===== config.mk =====
export PLATFORM = sky130hd
export DESIGN_NAME = mux_scan_ctrl_flat
export DESIGN_NICKNAME = d
export VERILOG_FILES = /design/src/rtl/mux_scan_ctrl_if.sv /design/src/rtl/mux_scan_ctrl.sv /design/src/flat_wrapper.sv
export SDC_FILE = /design/constraint.sdc
export NUM_CORES = 1
export LEC_CHECK = 0
export CORE_ASPECT_RATIO = 0.9
export CORE_MARGIN = 3
export CORE_UTILIZATION = 59
export CTS_CLUSTER_SIZE = 24
export DETAILED_ROUTE_END_ITERATION = 8
export GPL_TIMING_DRIVEN = 1
export PLACE_DENSITY = 0.81
export SYNTH_ARGS = -nofsm -noshare
export SYNTH_HDL_FRONTEND = slang
export SYNTH_SLANG_ARGS = --single-unit

===== constraint.sdc =====
create_clock -name i_clk -period 23 [get_ports i_clk]
set_clock_uncertainty 0.05 [all_clocks]
set_input_delay 3.45 -clock i_clk [delete_from_list [all_inputs] [get_ports i_clk]]
set_output_delay 3.45 -clock i_clk [all_outputs]
set_load 0.01 [all_outputs]

===== src/rtl/mux_scan_ctrl_if.sv =====
// Handshake/bus bundle between the scan sequencer and its neighbours:
// start/mask request, mux select and return path, and the snapshot channel.
interface mux_scan_ctrl_if;
    logic        i_start;
    logic [30:0] i_chan_mask;
    logic [1:0]  i_mux_out;
    logic        i_snap_ready;
    logic [4:0]  o_sel;
    logic        o_busy;
    logic        o_snap_valid;
    logic [61:0] o_snap_data;
    logic [30:0] o_snap_changed;
    logic [4:0]  o_nz_count;

    modport master (
        output i_start, i_chan_mask, i_mux_out, i_snap_ready,
        input  o_sel, o_busy, o_snap_valid, o_snap_data, o_snap_changed, o_nz_count
    );

    modport slave (
        input  i_start, i_chan_mask, i_mux_out, i_snap_ready,
        output o_sel, o_busy, o_snap_valid, o_snap_data, o_snap_changed, o_nz_count
    );
endinterface


===== src/rtl/mux_scan_ctrl.sv =====
// Scan sequencer for the 31-channel x 2-bit selector mux. Walks the enabled
// channels in ascending order, holds each select for SETTLE+1 cycles, samples
// the mux output and presents the assembled snapshot with change flags and a
// non-zero channel count on a valid/ready handshake.
module mux_scan_ctrl #(
    parameter int SETTLE = 1
) (
    input  logic           i_clk,
    input  logic           i_reset,
    mux_scan_ctrl_if.slave bus
);
    typedef enum logic [1:0] {IDLE, SCAN, DONE} state_t;

    state_t      r_state;
    logic [30:0] r_mask;
    logic [4:0]  r_ch;
    logic [3:0]  r_cnt;
    logic [61:0] r_acc;
    logic [61:0] r_prev;
    logic [4:0]  r_sel;
    logic        r_busy;
    logic        r_valid;
    logic [61:0] r_data;
    logic [30:0] r_changed;
    logic [4:0]  r_nz;

    logic [4:0]  w_first;
    logic        w_first_ok;
    logic [4:0]  w_next;
    logic        w_next_ok;
    logic [61:0] w_samp;
    logic [30:0] w_changed;
    logic [4:0]  w_nz;

    // Select code 5'b11110 is not a mux input; channel 30 lives on 5'b11111.
    function automatic logic [4:0] sel_code(input logic [4:0] ch);
        return (ch == 5'd30) ? 5'd31 : ch;
    endfunction

    // Lowest enabled channel of the incoming mask, and the next enabled
    // channel above the current one in the captured mask.
    always_comb begin
        w_first    = '0;
        w_first_ok = 1'b0;
        w_next     = '0;
        w_next_ok  = 1'b0;
        for (int i = 30; i >= 0; i--) begin
            if (bus.i_chan_mask[i]) begin
                w_first_ok = 1'b1;
                w_first    = 5'(i);
            end
            if (r_mask[i] && (5'(i) > r_ch)) begin
                w_next_ok = 1'b1;
                w_next    = 5'(i);
            end
        end
    end

    // Snapshot including the sample taken this cycle, plus the change flags
    // and non-zero count derived from it so they register alongside valid.
    always_comb begin
        w_samp                   = r_acc;
        w_samp[{r_ch, 1'b0} +: 2] = bus.i_mux_out;
        w_changed                = '0;
        w_nz                     = '0;
        for (int i = 0; i < 31; i++) begin
            w_changed[i] = r_mask[i] && (w_samp[2*i +: 2] != r_prev[2*i +: 2]);
            if (w_samp[2*i +: 2] != 2'b00) w_nz = w_nz + 5'd1;
        end
    end

    // Sequencer: IDLE -> SCAN (per-channel settle/sample) -> DONE (handshake).
    always_ff @(posedge i_clk) begin
        if (i_reset) begin
            r_state   <= IDLE;
            r_mask    <= '0;
            r_ch      <= '0;
            r_cnt     <= '0;
            r_acc     <= '0;
            r_prev    <= '0;
            r_sel     <= '0;
            r_busy    <= 1'b0;
            r_valid   <= 1'b0;
            r_data    <= '0;
            r_changed <= '0;
            r_nz      <= '0;
        end else begin
            case (r_state)
                IDLE: begin
                    if (bus.i_start) begin
                        r_busy <= 1'b1;
                        r_mask <= bus.i_chan_mask;
                        r_acc  <= '0;
                        r_cnt  <= '0;
                        if (w_first_ok) begin
                            r_state <= SCAN;
                            r_ch    <= w_first;
                            r_sel   <= sel_code(w_first);
                        end else begin
                            r_state <= DONE;
                        end
                    end
                end
                SCAN: begin
                    if (r_cnt == 4'(SETTLE)) begin
                        r_acc <= w_samp;
                        r_cnt <= '0;
                        if (w_next_ok) begin
                            r_ch  <= w_next;
                            r_sel <= sel_code(w_next);
                        end else begin
                            r_state   <= DONE;
                            r_sel     <= '0;
                            r_valid   <= 1'b1;
                            r_data    <= w_samp;
                            r_changed <= w_changed;
                            r_nz      <= w_nz;
                        end
                    end else begin
                        r_cnt <= r_cnt + 4'd1;
                    end
                end
                DONE: begin
                    // Empty mask arrives here with valid low; publish zeros one cycle later.
                    if (!r_valid) begin
                        r_valid   <= 1'b1;
                        r_data    <= '0;
                        r_changed <= '0;
                        r_nz      <= '0;
                    end else if (bus.i_snap_ready) begin
                        r_prev  <= r_data;
                        r_state <= IDLE;
                        r_valid <= 1'b0;
                        r_busy  <= 1'b0;
                    end
                end
                default: r_state <= IDLE;
            endcase
        end
    end

    assign bus.o_sel          = r_sel;
    assign bus.o_busy         = r_busy;
    assign bus.o_snap_valid   = r_valid;
    assign bus.o_snap_data    = r_data;
    assign bus.o_snap_changed = r_changed;
    assign bus.o_nz_count     = r_nz;
endmodule


===== src/flat_wrapper.sv =====
// flat-port wrapper written by rule: the top's interface ports become plain ports
module mux_scan_ctrl_flat 
#(
    parameter int SETTLE = 1
)
  (i_clk, i_reset, bus_i_start, bus_i_chan_mask, bus_i_mux_out, bus_i_snap_ready, bus_o_sel, bus_o_busy, bus_o_snap_valid, bus_o_snap_data, bus_o_snap_changed, bus_o_nz_count);
  mux_scan_ctrl_if bus_i ();
  input  logic i_clk;
  input  logic i_reset;
  input wire logic [$bits(bus_i.i_start)-1:0] bus_i_start;
  input wire logic [$bits(bus_i.i_chan_mask)-1:0] bus_i_chan_mask;
  input wire logic [$bits(bus_i.i_mux_out)-1:0] bus_i_mux_out;
  input wire logic [$bits(bus_i.i_snap_ready)-1:0] bus_i_snap_ready;
  output wire logic [$bits(bus_i.o_sel)-1:0] bus_o_sel;
  output wire logic [$bits(bus_i.o_busy)-1:0] bus_o_busy;
  output wire logic [$bits(bus_i.o_snap_valid)-1:0] bus_o_snap_valid;
  output wire logic [$bits(bus_i.o_snap_data)-1:0] bus_o_snap_data;
  output wire logic [$bits(bus_i.o_snap_changed)-1:0] bus_o_snap_changed;
  output wire logic [$bits(bus_i.o_nz_count)-1:0] bus_o_nz_count;
  assign bus_i.i_start = bus_i_start;
  assign bus_i.i_chan_mask = bus_i_chan_mask;
  assign bus_i.i_mux_out = bus_i_mux_out;
  assign bus_i.i_snap_ready = bus_i_snap_ready;
  assign bus_o_sel = bus_i.o_sel;
  assign bus_o_busy = bus_i.o_busy;
  assign bus_o_snap_valid = bus_i.o_snap_valid;
  assign bus_o_snap_data = bus_i.o_snap_data;
  assign bus_o_snap_changed = bus_i.o_snap_changed;
  assign bus_o_nz_count = bus_i.o_nz_count;
  mux_scan_ctrl #(.SETTLE(SETTLE)) u_core (.i_clk(i_clk), .i_reset(i_reset), .bus(bus_i));
endmodule

==> images/placed.png <==
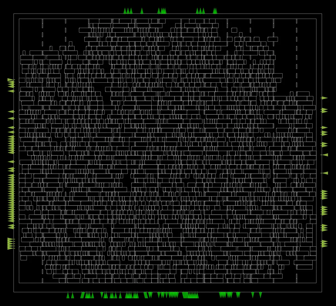
FFs & Latches: 271
inserted tap cell count: 360

==> images/closeup.png <==
Window x 72 to 112, y 30 to 70 um. Cells in gray, sequential cells in the stronger gray; small squares are vias.
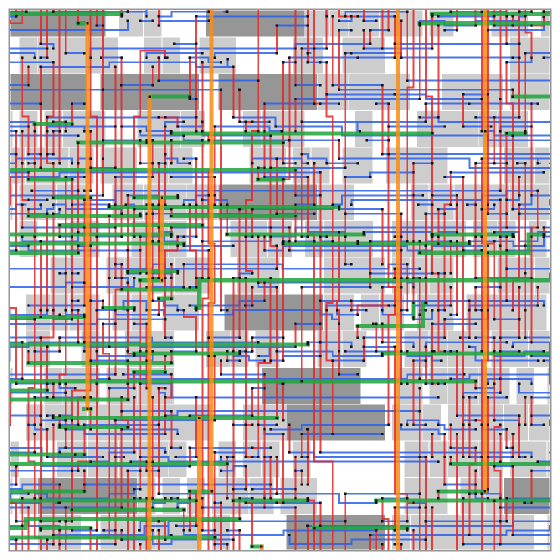
red -> M2
green -> M3
orange -> M4
blue -> M1
most frequent = nand2_1 (32), nor2_1 (16), a21oi_1 (12)
netlist names of flops here include = `u_core.r_ch` (4), `u_core.bus.o_snap_changed` (3), `u_core.r_acc` (2)
cells with their middle in the window = 167
sequential cells in the window = 11

==> images/m3.png <==
Bar = 50 um.
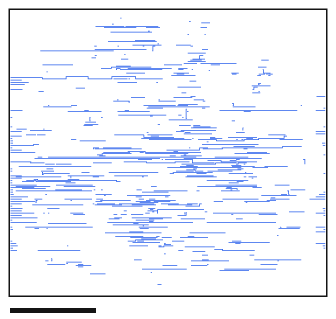
main direction = horizontal
nets with wire on the layer = 313
share of all routed wire = 9.0%
Final Routed Wirelength: 50,700 um
M3 GR Usage: 0.0548
number of vias after detailed routing: 16.4k

==> images/clock_wires.png <==
Bar = 50 um.
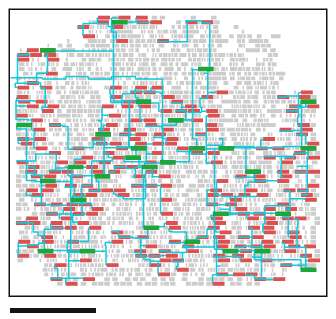
cyan -> clock wires  # length 3,300 um
red -> flip-flops  # count 271
green -> clock-net drivers  # count 29
routed clock nets = 30
Clk power: 0.517 mW
clock latency reported for the late side of the worst-skew pair: 0.56 ns
Clk pwr share: 0.276

==> images/layers.png <==
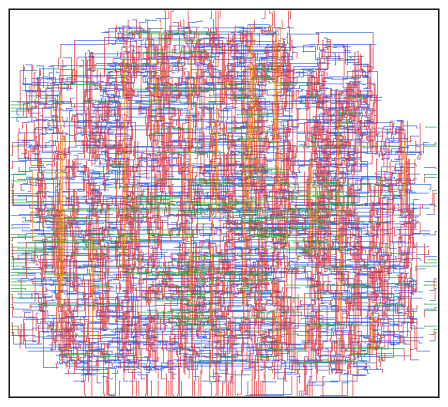
orange -> M4  # wire length 2,030 um
blue -> M1  # wire length 21.5 mm
red -> M2  # wire length 22.5 mm
green -> M3  # wire length 4,580 um
post-DR wirelength/cell: 19.0 um
total routing usage reported by global routing: 0.318

==> summary.log <==
[layout] Total Nets Final 2,365
[setup_path] maximum fanout along the worst path 12
[detailed_routing] violation count after the first detailed-route iteration 1,766
[layout] top library cells by usage in the layout, fill and taps aside nand2_1, nor2_1, dfxtp_1
[setup_path] critical path arrival 20.91 ns
[floorplan] chip width 184 um
[sta] period utilisation layout 0.890
[placement] total of buffers placed on input and output ports 141
[synthesis] Distinct cells, synth 85
[clock_tree] Resize count post-CTS 0
[sta] Setup WS post-layout 2.54 ns
[setup_path] critical path endpoint category flip-flop
[sta] Pins Over Slew Limit 0
[clock_tree] clk sink count 271
[global_routing] maximum number of pins on one net before global-route repair 114
[synthesis] Simple Share, Synth 0.239
[min_path] hold worst-path end u_core.r_acc[57]
[synthesis] Dominant flop cell dfxtp_1
[clock_tree] CTS H-tree lvls 1
[layout] fill count 2,263
[setup_path] launching element type of the critical path primary input
[synthesis] main combinational cell family by area after synthesis simple AND/OR/NAND/NOR gates
[placement] final HPWL from detailed placement 36,000 um
[sta] Highest Clock Rate 48.9 MHz
[clock_tree] number of buffers inserted during clock tree synthesis 29
[synthesis] count of library flops with an enable pin 0
[power_and_ir_drop] worst vdd rail ir drop 0.000151 V
[sta] minimum period implied by the final worst setup slack 20.46 ns
[power_and_ir_drop] switching share of power 0.420
[layout] P&R area growth vs syn 15.6%
[sta] relative slew slack 0.0959
[floorplan] Die Area 0.0306 sq mm
[global_routing] vias in the first global route 15.3k
[floorplan] effective utilization at floorplan 0.601
[synthesis] area fraction in compound gates 0.180
[detailed_routing] number of nets with antenna violations after detailed routing 0
[flow_run] number of warning messages in the logs 36
[synthesis] cell taking the most area after synthesis dfxtp_1
[floorplan] Top Ports 142
[sta] Final Setup Violations 0
[min_path] kind of path behind the tightest hold check flip-flop to flip-flop
[synthesis] number of flip-flops and latches in the synthesized netlist 271
[clock_tree] clock tree root buffer cell clkbuf_16
[global_routing] number of antenna violations at the first check in global routing 0
[synthesis] summed standard-cell area reported by yosys 0.0168 sq mm
[synthesis] Mapped Area 0.0168 sq mm
[setup_path] worst setup path class primary input to flip-flop
[sta] Worst Tran Pin Value 1.32 ns
[synthesis] Cells after Synth 2,212
[clock_tree] CTS max path bufs 3
[setup_path] most used cell along the critical path ha_1
[setup_path] Setup crit end u_core.bus.o_nz_count[4]
[setup_path] worst-case register-to-register setup slack 3.79 ns
[synthesis] async set-or-reset flop fraction in the synthesized netlist 0
[synthesis] post-synthesis average cell area 7.61 sq um
[power_and_ir_drop] net switching power 0.788 mW
[synthesis] total cells reported by yosys after synthesis 2,212
[setup_path] beginning of the critical path bus_i_mux_out[1]
[global_routing] global-route wire length before repair 80,500 um
[floorplan] Std-Cell Core Area 0.0280 sq mm
[clock_tree] number of buffers inserted by hold repair at cts 0
[clock_tree] CTS tree yes
[min_path] number of cells on the worst hold path 2
[floorplan] Site Rows 58
[setup_path] Critical Path Slowest Stage Cell clkdlybuf4s50_1
[sta] RSZ-0062 raised after global routing false
[floorplan] DIE HEIGHT 166 um
[clock_tree] clock slew at reported path FFs 0.06 ns
[layout] share of layout cells above drive strength 1 0.0558
[layout] final design utilization 0.695
[detailed_routing] Via density 6.15
[setup_path] worst reg2reg path endpoint u_core.bus.o_nz_count[4]
[synthesis] area fraction in full adders, half adders and majority gates 0.0305
[placement] post-placement worst setup slack 2.35 ns
[status] status complete, no violations
[synthesis] XOR-XNOR Cells, Area Fraction 0.129
[sta] minimum hold slack 0.403 ns
[synthesis] Top cell area share 0.322
[synthesis] fraction of the yosys area taken by sequential cells 0.322
==> worst max-delay path: cells and delay by family <==
| kind | cells | cell delay (ns) |
|---|---|---|
| AOI/OAI and AO/OA | 22 | 3.46 |
| xor gates and xnor gates | 12 | 2.37 |
| adders and majority gates | 15 | 4.39 |
| buffers and inverters | 4 | 1.08 |
| muxes | 9 | 2.01 |
| and+or+nand+nor | 25 | 4.11 |
==> through the flow <==
step / power [mW] / cells
final: 1.88 / 2670
after global routing: 1.97 / 2670
after CTS: 1.86 / 2670
after detailed placement: 1.34 / 2616
after global placement: 1.31 / 2616
after floorplan: 1.15 / 2212
==> layout make-up <==
| type | instances | area (sq um) | share of cell area |
|---|---|---|---|
| multi-input combinational | 1788 | 10800 | 0.557 |
| sequential | 271 | 5430 | 0.279 |
| timing repair buffer | 155 | 1520 | 0.0780 |
| clock buffer | 39 | 853 | 0.0438 |
| tap | 360 | 450 | 0.0231 |
| clock inverter | 15 | 220 | 0.0113 |
| inverter | 42 | 158 | 0.00810 |
==> logic make-up (layout without fill, tap and decap cells) <==
family,after synthesis,count (layout)
muxes,103,103
and+or+nand+nor,924,924
DFF,271,271
buffers and inverters,153,251
AOI/OAI and AO/OA,510,510
adders and majority gates,41,41
xor gates and xnor gates,210,210
==> layer usage <==
layer	track usage	part of all wire	up-vias
met4	0.117	0.040	0
li1	-	-	7775
met1	0.441	0.42	7679
met3	0.0548	0.090	127
met2	0.497	0.44	832
met5	0	0	-
==> power groups by stage <==
stage | Clock, mW | Sequential, mW | Combinational [mW]
final | 0.517 | 0.519 | 0.839
after global routing | 0.538 | 0.522 | 0.909
after CTS | 0.519 | 0.518 | 0.820
after detailed placement | 0 | 0.528 | 0.812
after global placement | 0 | 0.527 | 0.785
after floorplan | 0 | 0.516 | 0.633
No activity file was given, so power comes from the tool's default toggle rates.
